<file path="src/rtl/compress_tile_ctrl_pkg.sv">
// Shared types and default sizing for the tile compression controller.
//   TILE_PIXELS      : pixels per tile handled by the datapath (informational)
//   DEF_CNT_W        : default width of the per-frame statistics counters
//   DEF_PACK_TIMEOUT : default packer watchdog limit in cycles
//   DEF_TO_W         : default watchdog width, 2**DEF_TO_W > DEF_PACK_TIMEOUT
package compress_tile_ctrl_pkg;

  localparam int TILE_PIXELS      = 32;
  localparam int DEF_CNT_W        = 16;
  localparam int DEF_PACK_TIMEOUT = 64;
  localparam int DEF_TO_W         = 7;

  typedef enum logic [2:0] {
    IDLE   = 3'd0,
    RESID  = 3'd1,
    DECIDE = 3'd2,
    PACK   = 3'd3,
    EMIT   = 3'd4
  } ctrl_state_t;

  typedef enum logic {
    PACK_RAW  = 1'b0,
    PACK_COMP = 1'b1
  } pack_mode_t;

endpackage

</file>
<file path="src/rtl/compress_tile_ctrl_if.sv">
// Handshake and status bundle between the tile controller and its neighbours
// (upstream tile source, header/residual stage, packer, downstream sink).
//   master : controller side (drives ready/load/start/valid and statistics)
//   slave  : environment side (drives valid/last/flags/done/ready)
interface compress_tile_ctrl_if import compress_tile_ctrl_pkg::*; #(
  parameter int CNT_W = DEF_CNT_W
);

  logic             in_valid;
  logic             in_last;
  logic             in_ready;
  logic             hr_load;
  logic             compressable;
  logic             force_raw;
  logic             pack_start;
  logic             pack_mode;
  logic             pack_done;
  logic             out_valid;
  logic             out_ready;
  logic             out_mode;
  logic             out_last;
  logic             frame_done;
  logic [CNT_W-1:0] tile_cnt;
  logic [CNT_W-1:0] comp_cnt;
  logic [CNT_W-1:0] raw_cnt;
  logic             pack_err;

  modport master (
    input  in_valid, in_last, compressable, force_raw, pack_done, out_ready,
    output in_ready, hr_load, pack_start, pack_mode, out_valid, out_mode,
           out_last, frame_done, tile_cnt, comp_cnt, raw_cnt, pack_err
  );

  modport slave (
    output in_valid, in_last, compressable, force_raw, pack_done, out_ready,
    input  in_ready, hr_load, pack_start, pack_mode, out_valid, out_mode,
           out_last, frame_done, tile_cnt, comp_cnt, raw_cnt, pack_err
  );

endinterface

</file>
<file path="src/rtl/compress_tile_ctrl_stats.sv">
// Per-frame statistics: tiles emitted, compressed tiles, raw tiles.
// Counters saturate at all-ones and clear on clr (frame end) or rst.
//   clk, rst : clock, synchronous active-high reset
//   inc      : one tile emitted this cycle
//   is_comp  : emitted tile was packed compressed
//   clr      : clear all counters
//   tile_cnt, comp_cnt, raw_cnt : counter values
module ctrl_stats #(
  parameter int CNT_W = 16
) (
  input  logic             clk,
  input  logic             rst,
  input  logic             inc,
  input  logic             is_comp,
  input  logic             clr,
  output logic [CNT_W-1:0] tile_cnt,
  output logic [CNT_W-1:0] comp_cnt,
  output logic [CNT_W-1:0] raw_cnt
);

  localparam logic [CNT_W-1:0] CNT_MAX = '1;

  function automatic logic [CNT_W-1:0] sat_inc(input logic [CNT_W-1:0] v);
    return (v == CNT_MAX) ? v : v + CNT_W'(1);
  endfunction

  // clr and inc never coincide in practice (clr follows the last handshake
  // by a cycle); clear still takes priority.
  always_ff @(posedge clk) begin
    if (rst || clr) begin
      tile_cnt <= '0;
      comp_cnt <= '0;
      raw_cnt  <= '0;
    end else if (inc) begin
      tile_cnt <= sat_inc(tile_cnt);
      if (is_comp) comp_cnt <= sat_inc(comp_cnt);
      else         raw_cnt  <= sat_inc(raw_cnt);
    end
  end

endmodule

</file>
<file path="src/rtl/compress_tile_ctrl.sv">
// Tile sequencer for the compression datapath: accepts one tile, waits out
// the residual stage, starts the packer in raw or compressed mode, guards it
// with a watchdog, hands the packed tile downstream and keeps frame stats.
//   clk, rst : clock, synchronous active-high reset
//   bus      : compress_tile_ctrl_if.master (all handshakes and status)
//
// state  | meaning
// IDLE   | ready for a new tile
// RESID  | residual stage computing; its output register loads this cycle
// DECIDE | choose pack mode, pulse pack_start, clear watchdog
// PACK   | waiting for pack_done, watchdog running
// EMIT   | packed tile offered downstream until out_ready
module compress_tile_ctrl import compress_tile_ctrl_pkg::*; #(
  parameter int CNT_W        = DEF_CNT_W,
  parameter int PACK_TIMEOUT = DEF_PACK_TIMEOUT,
  parameter int TO_W         = DEF_TO_W
) (
  input  logic                clk,
  input  logic                rst,
  compress_tile_ctrl_if.master bus
);

  // Watchdog starts at 0 on PACK entry, so the count PACK_TIMEOUT-1 is the
  // last PACK cycle; leaving then puts EMIT exactly PACK_TIMEOUT cycles later.
  localparam logic [TO_W-1:0] WD_LAST = TO_W'(PACK_TIMEOUT - 1);

  ctrl_state_t     state_q, state_d;
  pack_mode_t      pack_mode_q, pack_mode_d;
  pack_mode_t      out_mode_q, out_mode_d;
  pack_mode_t      decide_mode;
  logic [TO_W-1:0] wd_q, wd_d;
  logic            last_q, last_d;
  logic            err_q, err_d;
  logic            frame_done_q, frame_done_d;
  logic            accept;
  logic            pack_start;
  logic            emit_hs;

  assign bus.in_ready = (state_q == IDLE) && !rst;
  assign accept       = bus.in_valid && bus.in_ready;
  assign bus.hr_load  = accept;

  assign decide_mode = (bus.compressable && !bus.force_raw) ? PACK_COMP : PACK_RAW;

  always_ff @(posedge clk) begin
    if (rst) begin
      state_q      <= IDLE;
      pack_mode_q  <= PACK_RAW;
      out_mode_q   <= PACK_RAW;
      wd_q         <= '0;
      last_q       <= 1'b0;
      err_q        <= 1'b0;
      frame_done_q <= 1'b0;
    end else begin
      state_q      <= state_d;
      pack_mode_q  <= pack_mode_d;
      out_mode_q   <= out_mode_d;
      wd_q         <= wd_d;
      last_q       <= last_d;
      err_q        <= err_d;
      frame_done_q <= frame_done_d;
    end
  end

  always_comb begin
    state_d      = state_q;
    pack_mode_d  = pack_mode_q;
    out_mode_d   = out_mode_q;
    wd_d         = wd_q;
    last_d       = last_q;
    err_d        = err_q;
    frame_done_d = 1'b0;
    pack_start   = 1'b0;
    emit_hs      = 1'b0;
    case (state_q)
      IDLE: begin
        if (accept) begin
          last_d  = bus.in_last;
          state_d = RESID;
        end
      end
      RESID: state_d = DECIDE;
      DECIDE: begin
        pack_start  = 1'b1;
        pack_mode_d = decide_mode;
        wd_d        = '0;
        state_d     = PACK;
      end
      PACK: begin
        // pack_done is checked first so a completion on the timeout cycle
        // is not flagged as an error.
        if (bus.pack_done) begin
          out_mode_d = pack_mode_q;
          state_d    = EMIT;
        end else if (wd_q == WD_LAST) begin
          out_mode_d = PACK_RAW;
          err_d      = 1'b1;
          state_d    = EMIT;
        end else begin
          wd_d = wd_q + TO_W'(1);
        end
      end
      EMIT: begin
        if (bus.out_ready) begin
          emit_hs      = 1'b1;
          frame_done_d = last_q;
          state_d      = IDLE;
        end
      end
      default: state_d = IDLE;
    endcase
  end

  // During DECIDE the packer sees the freshly chosen mode alongside pack_start.
  assign bus.pack_mode  = (state_q == DECIDE) ? decide_mode : pack_mode_q;
  assign bus.pack_start = pack_start;
  assign bus.out_valid  = (state_q == EMIT);
  assign bus.out_last   = (state_q == EMIT) && last_q;
  assign bus.out_mode   = out_mode_q;
  assign bus.frame_done = frame_done_q;
  assign bus.pack_err   = err_q;

  ctrl_stats #(.CNT_W(CNT_W)) u_stats (
    .clk      (clk),
    .rst      (rst),
    .inc      (emit_hs),
    .is_comp  (out_mode_q == PACK_COMP),
    .clr      (frame_done_q),
    .tile_cnt (bus.tile_cnt),
    .comp_cnt (bus.comp_cnt),
    .raw_cnt  (bus.raw_cnt)
  );

endmodule

</file>
<file path="src/flat_wrapper.sv">
// flat-port wrapper written by rule: the top's interface ports become plain ports
module compress_tile_ctrl_flat import compress_tile_ctrl_pkg::*;
#(
  parameter int CNT_W        = DEF_CNT_W,
  parameter int PACK_TIMEOUT = DEF_PACK_TIMEOUT,
  parameter int TO_W         = DEF_TO_W
)
  (clk, rst, bus_in_valid, bus_in_last, bus_compressable, bus_force_raw, bus_pack_done, bus_out_ready, bus_in_ready, bus_hr_load, bus_pack_start, bus_pack_mode, bus_out_valid, bus_out_mode, bus_out_last, bus_frame_done, bus_tile_cnt, bus_comp_cnt, bus_raw_cnt, bus_pack_err);
  compress_tile_ctrl_if #(.CNT_W(CNT_W)) bus_i ();
  input  logic clk;
  input  logic rst;
  input wire logic [$bits(bus_i.in_valid)-1:0] bus_in_valid;
  input wire logic [$bits(bus_i.in_last)-1:0] bus_in_last;
  input wire logic [$bits(bus_i.compressable)-1:0] bus_compressable;
  input wire logic [$bits(bus_i.force_raw)-1:0] bus_force_raw;
  input wire logic [$bits(bus_i.pack_done)-1:0] bus_pack_done;
  input wire logic [$bits(bus_i.out_ready)-1:0] bus_out_ready;
  output wire logic [$bits(bus_i.in_ready)-1:0] bus_in_ready;
  output wire logic [$bits(bus_i.hr_load)-1:0] bus_hr_load;
  output wire logic [$bits(bus_i.pack_start)-1:0] bus_pack_start;
  output wire logic [$bits(bus_i.pack_mode)-1:0] bus_pack_mode;
  output wire logic [$bits(bus_i.out_valid)-1:0] bus_out_valid;
  output wire logic [$bits(bus_i.out_mode)-1:0] bus_out_mode;
  output wire logic [$bits(bus_i.out_last)-1:0] bus_out_last;
  output wire logic [$bits(bus_i.frame_done)-1:0] bus_frame_done;
  output wire logic [$bits(bus_i.tile_cnt)-1:0] bus_tile_cnt;
  output wire logic [$bits(bus_i.comp_cnt)-1:0] bus_comp_cnt;
  output wire logic [$bits(bus_i.raw_cnt)-1:0] bus_raw_cnt;
  output wire logic [$bits(bus_i.pack_err)-1:0] bus_pack_err;
  assign bus_i.in_valid = bus_in_valid;
  assign bus_i.in_last = bus_in_last;
  assign bus_i.compressable = bus_compressable;
  assign bus_i.force_raw = bus_force_raw;
  assign bus_i.pack_done = bus_pack_done;
  assign bus_i.out_ready = bus_out_ready;
  assign bus_in_ready = bus_i.in_ready;
  assign bus_hr_load = bus_i.hr_load;
  assign bus_pack_start = bus_i.pack_start;
  assign bus_pack_mode = bus_i.pack_mode;
  assign bus_out_valid = bus_i.out_valid;
  assign bus_out_mode = bus_i.out_mode;
  assign bus_out_last = bus_i.out_last;
  assign bus_frame_done = bus_i.frame_done;
  assign bus_tile_cnt = bus_i.tile_cnt;
  assign bus_comp_cnt = bus_i.comp_cnt;
  assign bus_raw_cnt = bus_i.raw_cnt;
  assign bus_pack_err = bus_i.pack_err;
  compress_tile_ctrl #(.CNT_W(CNT_W), .PACK_TIMEOUT(PACK_TIMEOUT), .TO_W(TO_W)) u_core (.clk(clk), .rst(rst), .bus(bus_i));
endmodule
</file>
<file path="config.mk">
export PLATFORM = sky130hd
export DESIGN_NAME = compress_tile_ctrl_flat
export DESIGN_NICKNAME = d
export VERILOG_FILES = /design/src/rtl/compress_tile_ctrl_pkg.sv /design/src/rtl/compress_tile_ctrl_if.sv /design/src/rtl/compress_tile_ctrl_stats.sv /design/src/rtl/compress_tile_ctrl.sv /design/src/flat_wrapper.sv
export SDC_FILE = /design/constraint.sdc
export NUM_CORES = 1
export LEC_CHECK = 0
export CAP_MARGIN = 20
export CORE_MARGIN = 4
export CORE_UTILIZATION = 52
export CTS_CLUSTER_DIAMETER = 30
export DETAILED_ROUTE_END_ITERATION = 8
export PLACE_DENSITY_LB_ADDON = 0.25
export SKIP_CTS_REPAIR_TIMING = 1
export SYNTH_ARGS = -nofsm -noshare
export SYNTH_HDL_FRONTEND = slang
export SYNTH_HIERARCHICAL = 1
export SYNTH_SLANG_ARGS = --single-unit
</file>
<file path="constraint.sdc">
create_clock -name clk -period 2.5 [get_ports clk]
set_input_delay 0.25 -clock clk [delete_from_list [all_inputs] [get_ports clk]]
set_output_delay 0.25 -clock clk [all_outputs]
set_load 0.005 [all_outputs]
</file>
==> impl_metrics.py, run 1 <==
# Generated from Yosys and OpenROAD reports
metrics = {
    "job": {
        "cap_viol_max_count": 0,
        "openroad_warning_count": 26,
    },
    "outcome": {
        "run_status": "completed",
    },
    "layout": {
        "bufAreaShareNonClock_pct": 16.3,
        "clkbuf_count": 11,
        "antenna_cells_inserted": 0,
    },
    "final_timing": {
        "slew_headroom_pct": 47.4,
        "worst-slew-pin-transition_ps": 783,
        "final.setup.tns_ps": 0,
        "rsz0062_at_grt": "no",
    },
    "hold_path": {
        "hold_start": "u_core/bus.pack_err$_SDFFE_PP0P_",
        "holdCritPathClass": "reg -> reg",
    },
    "setup_path": {
        "r2r_start": "u_core/state_q[1]$_SDFFE_PP0P_",
        "path_buffers": 1,
        "crit_path_end": "bus_pack_mode",
        "cp.depth": 4,
    },
    "die": {
        "core.rowCount": 28,
        "floorplan.initialDensity_pct": 54.6,
    },
    "yosys": {
        "synth.top_cells.by_area": "dfxtp_1, a21oi_1, nand2_1, o31ai_1, o21ai_0",
        "numSynthFlops": 63,
        "mappedNetlistArea_um2": 3290,
        "synth_top_area_share_pct": 38.4,
    },
    "detailed_routing": {
        "avgViaCountPerCell": 6.28,
        "routed_wl_mm": 8.20,
    },
    "placed_design": {
        "gpl.final_weighted_congestion": 0.834,
    },
    "global_route": {
        "met2_usage_pct": 36.8,
        "antenna_found_initial": 0,
    },
    "cts": {
        "clkSinkCount": 63,
    },
}
==> run 1: logic make-up (layout without fill, tap and decap cells) <==
logic type	count (synthesis)	in the layout	synth area share [%]
compound gates	106	106	20.7
xor+xnor	2	2	0.533
fa+ha+maj	4	4	1.52
buf+inv	27	98	3.80
flops	63	63	38.4
mux	4	4	1.26
simple gates	176	176	33.9
==> run 1: stage by stage <==
stage,setup slack (ps),cells
floorplan,541,382
global placement,312,512
detailed placement,260,512
CTS,325,528
global route,143,528
finish,326,528
==> run 1: synthesized netlist by cell type, types with 5 or more instances <==
cell type and number:
a21oi_1 33, or3_1 12, o31ai_1 13, and4_1 7
nand3b_1 6, nor3_1 10, nor2_1 23, nand3_1 13
and2_1 6, nand2_1 28, nand4_1 15, and3_1 6
a31oi_1 8, or4_1 10, clkbuf_1 10, inv_1 12
o21ai_0 19, and4_4 5, o21ai_1 5, dfxtp_1 63
==> run 1: sequential cells by signal, indices dropped and copies added (netlist names) <==
name / cells
u_core/u_stats/tile_cnt: 16
u_core/bus.frame_done: 1
u_core/bus.pack_err: 1
u_core/last_q: 1
u_core/pack_mode_q: 1
u_core/u_stats/raw_cnt: 16
u_core/wd_q: 7
u_core/state_q: 3
u_core/u_stats/comp_cnt: 16
u_core/bus.out_mode: 1
==> run 1: power by group <==
group	switching, W	leakage, nW	total (W)	internal, W
Sequential	0.00000781	0.508	0.00102	0.00101
Clock	0.000400	0.112	0.00101	0.000614
Combinational	0.0000537	0.797	0.0000989	0.0000452
==> run 1: per-layer routing <==
metal  vias to the layer above  share of wire, %  routed length (um)
li1                       1622                 -                   -
met1                      1577                45                3670
met2                       105                49                4020
met3                        13               4.8                 392
met4                         0               1.5                 120
met5                         -                 0                   0
**Run 1: supply network**

Pins as bars on the die edge.
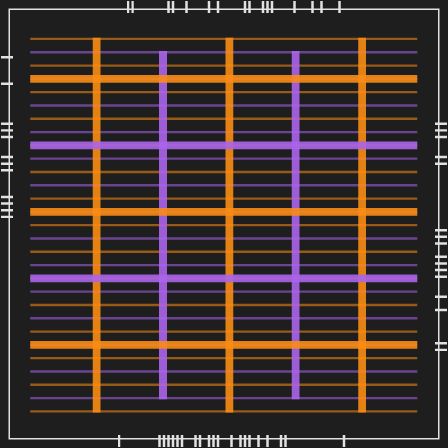
net	color
VDD	purple
VSS	orange
met5 straps	5
signal pins	65
rows	28
vertical extent of the die: 87.5 um
Worst IR Drop VDD: 0.000381 V
die x size: 87.5 um
Core Region: 6030 um2

**Run 1: logic cells by family**

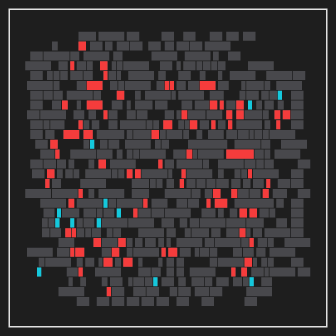
family	color	cells	most used
NAND gates	red	72	nand2_1
inverters	cyan	12	inv_1
number of non-filler instances in the completed layout: 528
most frequent standard cell in the layout excluding fill and tap cells: clkdlybuf4s50_1

**Run 1: clock routing**

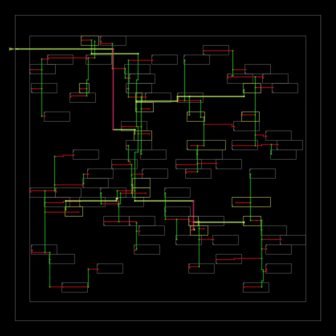
clock latency on the worst-skew pair: 340 ps
clock buffer count from CTS: 9

**Run 1: metal 1**

Supply wires on this layer in gray.
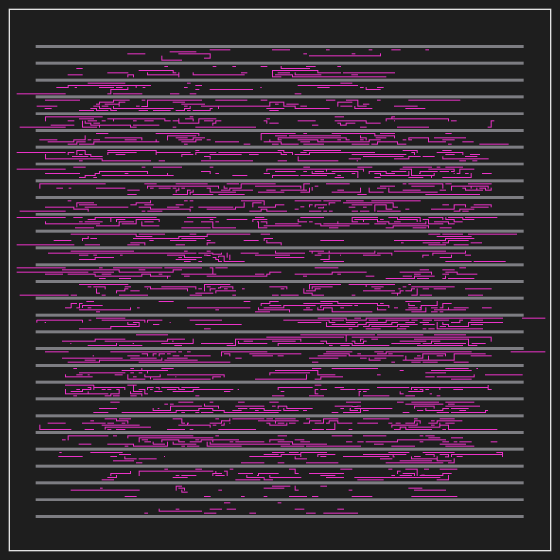

--- run 2 (diff from run 1) ---
--- a/config.mk
+++ b/config.mk
@@ -6,12 +6,15 @@
 export NUM_CORES = 1
 export LEC_CHECK = 0
 export CAP_MARGIN = 20
+export CELL_PAD_IN_SITES_DETAIL_PLACEMENT = 1
+export CELL_PAD_IN_SITES_GLOBAL_PLACEMENT = 1
 export CORE_MARGIN = 4
-export CORE_UTILIZATION = 52
+export CORE_UTILIZATION = 38
 export CTS_CLUSTER_DIAMETER = 30
 export DETAILED_ROUTE_END_ITERATION = 8
 export PLACE_DENSITY_LB_ADDON = 0.25
 export SKIP_CTS_REPAIR_TIMING = 1
+export SKIP_LAST_GASP = 1
 export SYNTH_ARGS = -nofsm -noshare
 export SYNTH_HDL_FRONTEND = slang
 export SYNTH_HIERARCHICAL = 1
**Run 2: metal 1**

Supply wires on this layer in gray.
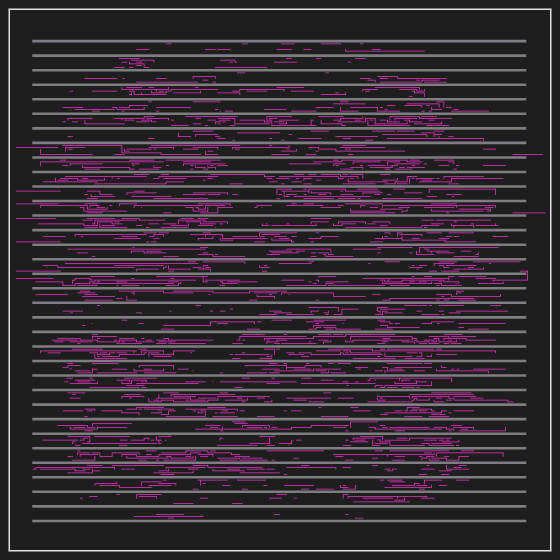
wire length on this layer	4340 um
share of all routed wire	45%
main direction	horizontal
nets with wire on the layer	417

**Run 2: sequential cells colored by netlist name**

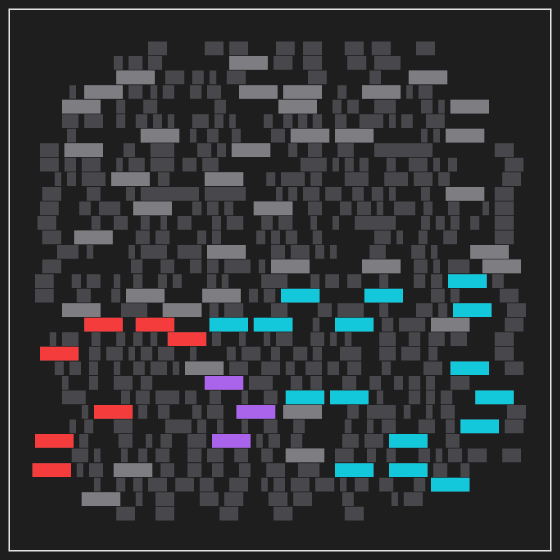
netlist name	color	flops
u_core/wd_q	red	7
u_core/u_stats/comp_cnt	cyan	16
u_core/state_q	purple	3
not colored	37
area occupied by registers: 1260 um2
Power Sequential: 0.00102 W
share of the core filled with cells: 51.2%
sequential share of cell area: 29.7%

==> run 2 against run 1 <==
Against the previous run:
- synthesized area unchanged
- non-clock buffer count up 2
- combinational power up 5%
- die area up 33%
- clock power down 4%
- critical endpoint is now u_core/u_stats/raw_cnt[12]$_SDFFE_PP0P_
==> impl_metrics.py, run 2 <==
# Generated from Yosys and OpenROAD reports
metrics = {
    "die": {
        "placeableCoreArea_um2": 8300,
        "die_width_um": 101,
        "floorplan.initialDensity_pct": 39.6,
        "die_h_um": 101,
    },
    "detailed_routing": {
        "met3WireLength_um": 308,
        "m1WireLength_mm": 4.34,
        "wl_met2_mm": 4.87,
        "avgViaCountPerCell": 6.04,
        "top_layer_in_use": "met4",
    },
    "pwr": {
        "comb_power_share_pct": 5.0,
        "seq_power_share_pct": 48.7,
        "clock_power_share_pct": 46.3,
        "clock_power_w": 0.000968,
        "switching_share_pct": 22.6,
        "peakVddDrop_v": 0.000289,
        "internal-power_w": 0.00162,
        "comb_cell_power_w": 0.000104,
    },
    "cts": {
        "cts_made_buffers": 9,
        "worst_skew_pair.late_latency_ps": 340,
    },
    "layout": {
        "biggestRegsByFlops": "u_core/u_stats/comp_cnt x16, u_core/u_stats/raw_cnt x16, u_core/u_stats/tile_cnt x16",
        "antenna_cells_inserted": 0,
        "layoutNonFillerInstCount": 560,
        "final_layout_top_logic_cell": "clkdlybuf4s50_1",
    },
    "setup_path": {
        "path_buffers": 1,
        "r2r_start": "u_core/state_q[1]$_SDFFE_PP0P_",
    },
    "final_timing": {
        "rsz0062_at_grt": "no",
        "slew_headroom_pct": 45.4,
        "final.setup.tns_ps": 0,
    },
    "job": {
        "openroad_warning_count": 26,
    },
    "yosys": {
        "mappedNetlistArea_um2": 3290,
        "ys_sh_xor_pct": 0.533,
        "most_common_cell": "dfxtp_1",
        "synth_top_area_share_pct": 38.4,
        "post_synth_and_or_nand_nor_area_fraction_pct": 33.9,
        "synth.cells.most_frequent": "dfxtp_1, a21oi_1, nand2_1, nor2_1, o21ai_0",
        "synthAoiAreaFrac_pct": 20.7,
    },
    "hold_path": {
        "hold_start": "u_core/bus.pack_err$_SDFFE_PP0P_",
        "holdCritPathClass": "reg -> reg",
    },
    "outcome": {
        "run_status": "completed",
    },
    "placed_design": {
        "gpl.final_weighted_congestion": 0.820,
    },
    "global_route": {
        "met2_usage_pct": 33.0,
    },
}
-- run 2: cell counts after synthesis --
Identical to the previous run, type by type.
-- run 2: worst max-delay path by stage --
stage	startpoint	endpoint	slack, ps	cells past startpoint
after floorplan	u_core/state_q[0]$_SDFFE_PP0P_	u_core/u_stats/raw_cnt[13]$_SDFFE_PP0P_	540	8
after global placement	bus_out_ready	u_core/u_stats/raw_cnt[13]$_SDFFE_PP0P_	300	6
after detailed placement	bus_out_ready	u_core/u_stats/raw_cnt[13]$_SDFFE_PP0P_	190	6
after CTS	u_core/state_q[1]$_SDFFE_PP0P_	u_core/u_stats/raw_cnt[12]$_SDFFE_PP0P_	280	7
after global routing	u_core/state_q[1]$_SDFFE_PP0P_	u_core/u_stats/raw_cnt[12]$_SDFFE_PP0P_	50	7
final	u_core/state_q[1]$_SDFFE_PP0P_	u_core/u_stats/raw_cnt[12]$_SDFFE_PP0P_	260	7
-- run 2: metrics by stage --
stage / worst slack, ps / total power, W / cell area [um2] / hold slack, ps / util [%]
2_1_floorplan: 541 / 0.00109 / 3290 / 378 / -
4_1_cts: 281 / 0.00212 / 4250 / 477 / 51.2
6_report: 264 / 0.00209 / 4250 / 468 / 51.2
5_1_grt: 48.8 / 0.00217 / 4250 / 497 / 51.2
3_3_place_gp: 296 / 0.00114 / 4040 / 452 / 48.7
3_5_place_dp: 191 / 0.00115 / 4040 / 459 / 48.7
-- run 2: layout make-up --
class,count,area (um2),share of cell area (%)
clock buffers,10,128,3.00
clock inverters,6,83.8,1.97
inverters,12,45.0,1.06
multi-input cells,292,1900,44.7
flip-flops and latches,63,1260,29.7
well taps,105,131,3.09
repair buffers,72,701,16.5
**Run 2: clock routing**

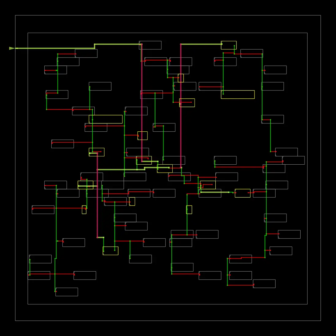

--- run 3 (diff from run 2) ---
==> constraint.sdc (replaced) <==
create_clock -name clk -period 2.25 [get_ports clk]
set_input_delay 0.225 -clock clk [delete_from_list [all_inputs] [get_ports clk]]
set_output_delay 0.225 -clock clk [all_outputs]
set_load 0.005 [all_outputs]
**Run 3: clock routing**

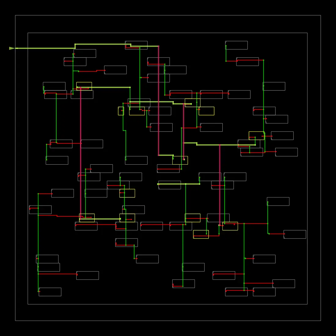
count of clock buffers in the final design: 12
power in the clock group: 0.000892 W
number of sequential storage elements: 63
clock latency on the worst-skew pair: 350 ps

==> run 3 against run 2 <==
Against the previous run:
- worst hold slack improved by 7.5 ps
- clock skew fell by 1.2 ps
- wire length rose by 0.35%
- sequential share of layout area fell by 0.21 points
- cell count rose by 0.89%
- critical path depth fell by 3
- largest power group unchanged
- clock power fell by 7.9%
- total power rose by 2.8%
- combinational power rose by 22%
- first-iteration DRC count rose by 1.1%
- non-clock buffer count rose by 8
==> impl_metrics.py, run 3 <==
# Generated from Yosys and OpenROAD reports
metrics = {
    "job": {
        "openroad_warning_count": 26,
    },
    "yosys": {
        "synth_top_area_share_pct": 38.4,
        "synthAoiAreaFrac_pct": 20.7,
        "netlist_logic_family_top": "simple AND/OR/NAND/NOR gates",
        "numSynthFlops": 63,
    },
    "die": {
        "die_width_um": 101,
        "floorplan.initialDensity_pct": 39.6,
        "core.rowCount": 33,
        "placeableCoreArea_um2": 8300,
    },
    "outcome": {
        "run_status": "completed",
    },
    "global_route": {
        "met2_usage_pct": 34.6,
        "antenna_found_initial": 0,
    },
    "hold_path": {
        "holdCritPathClass": "reg -> reg",
    },
    "detailed_routing": {
        "avgViaCountPerCell": 5.94,
    },
    "pwr": {
        "internal-power_w": 0.00165,
        "seq_power_share_pct": 52.5,
    },
    "placed_design": {
        "place_ws_ps": 122,
    },
    "cts": {
        "cts_made_buffers": 9,
        "clkSinkCount": 63,
    },
    "final_timing": {
        "post-route-worst-setup-slack_ps": 179,
    },
}
**Run 3: sequential cells colored by netlist name**

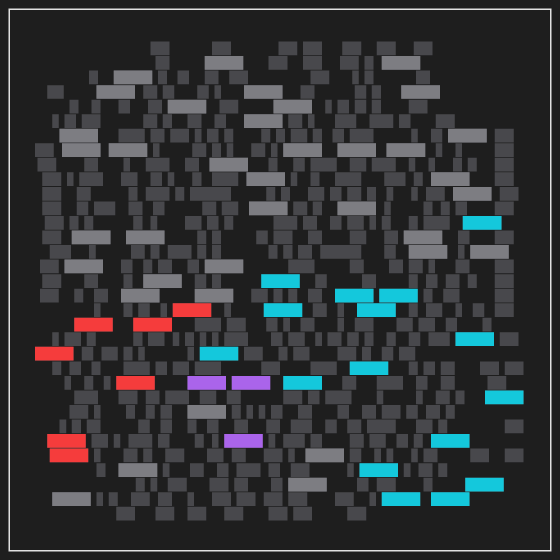
netlist name	color	flops
u_core/u_stats/comp_cnt	cyan	16
u_core/wd_q	red	7
u_core/state_q	purple	3
not colored	37

==> run 3: worst max path at each step <==
stage	startpoint	to	slack [ps]	cells past startpoint
floorplan	u_core/state_q[0]$_SDFFE_PP0P_	u_core/u_stats/raw_cnt[13]$_SDFFE_PP0P_	290	8
global placement	bus_out_ready	u_core/u_stats/comp_cnt[7]$_SDFFE_PP0P_	160	6
detailed placement	bus_out_ready	u_core/u_stats/comp_cnt[11]$_SDFFE_PP0P_	120	6
CTS	u_core/state_q[0]$_SDFFE_PP0P_	bus_pack_mode	20	5
global route	u_core/state_q[0]$_SDFFE_PP0P_	bus_hr_load	50	4
finish	u_core/state_q[0]$_SDFFE_PP0P_	bus_hr_load	180	4
==> run 3: layout make-up <==
cell class              instances  area (um2)  area share (%)
flip-flops and latches         63        1260            29.5
inverters                      12        45.0            1.05
clock inverters                 1        5.00           0.117
multi-input cells             292        1910            44.7
well taps                     105         131            3.07
clock buffers                  12         165            3.86
repair buffers                 80         761            17.8
==> run 3: metrics by stage <==
stage	hold WS, ps	total power (W)
after global routing	490	0.00223
after floorplan	353	0.00121
after detailed placement	463	0.00128
after CTS	477	0.00217
after global placement	451	0.00127
final	475	0.00215
==> run 3: power by group through the flow <==
| stage | logic, W | clock network (W) | registers [W] |
|---|---|---|---|
| after floorplan | 0.0000612 | 0 | 0.00115 |
| after CTS | 0.000125 | 0.000917 | 0.00113 |
| final | 0.000127 | 0.000892 | 0.00113 |
| after global routing | 0.000138 | 0.000966 | 0.00113 |
| after global placement | 0.000121 | 0 | 0.00115 |
| after detailed placement | 0.000124 | 0 | 0.00115 |
==> run 3: worst max-delay path, stage by stage (launching register included) <==
cell	delay, ps
dfxtp_1	320
buf_4	170
nor4_2	280
and2_1	210
clkdlybuf4s50_1	510
Power and IR drop assume default switching activity.
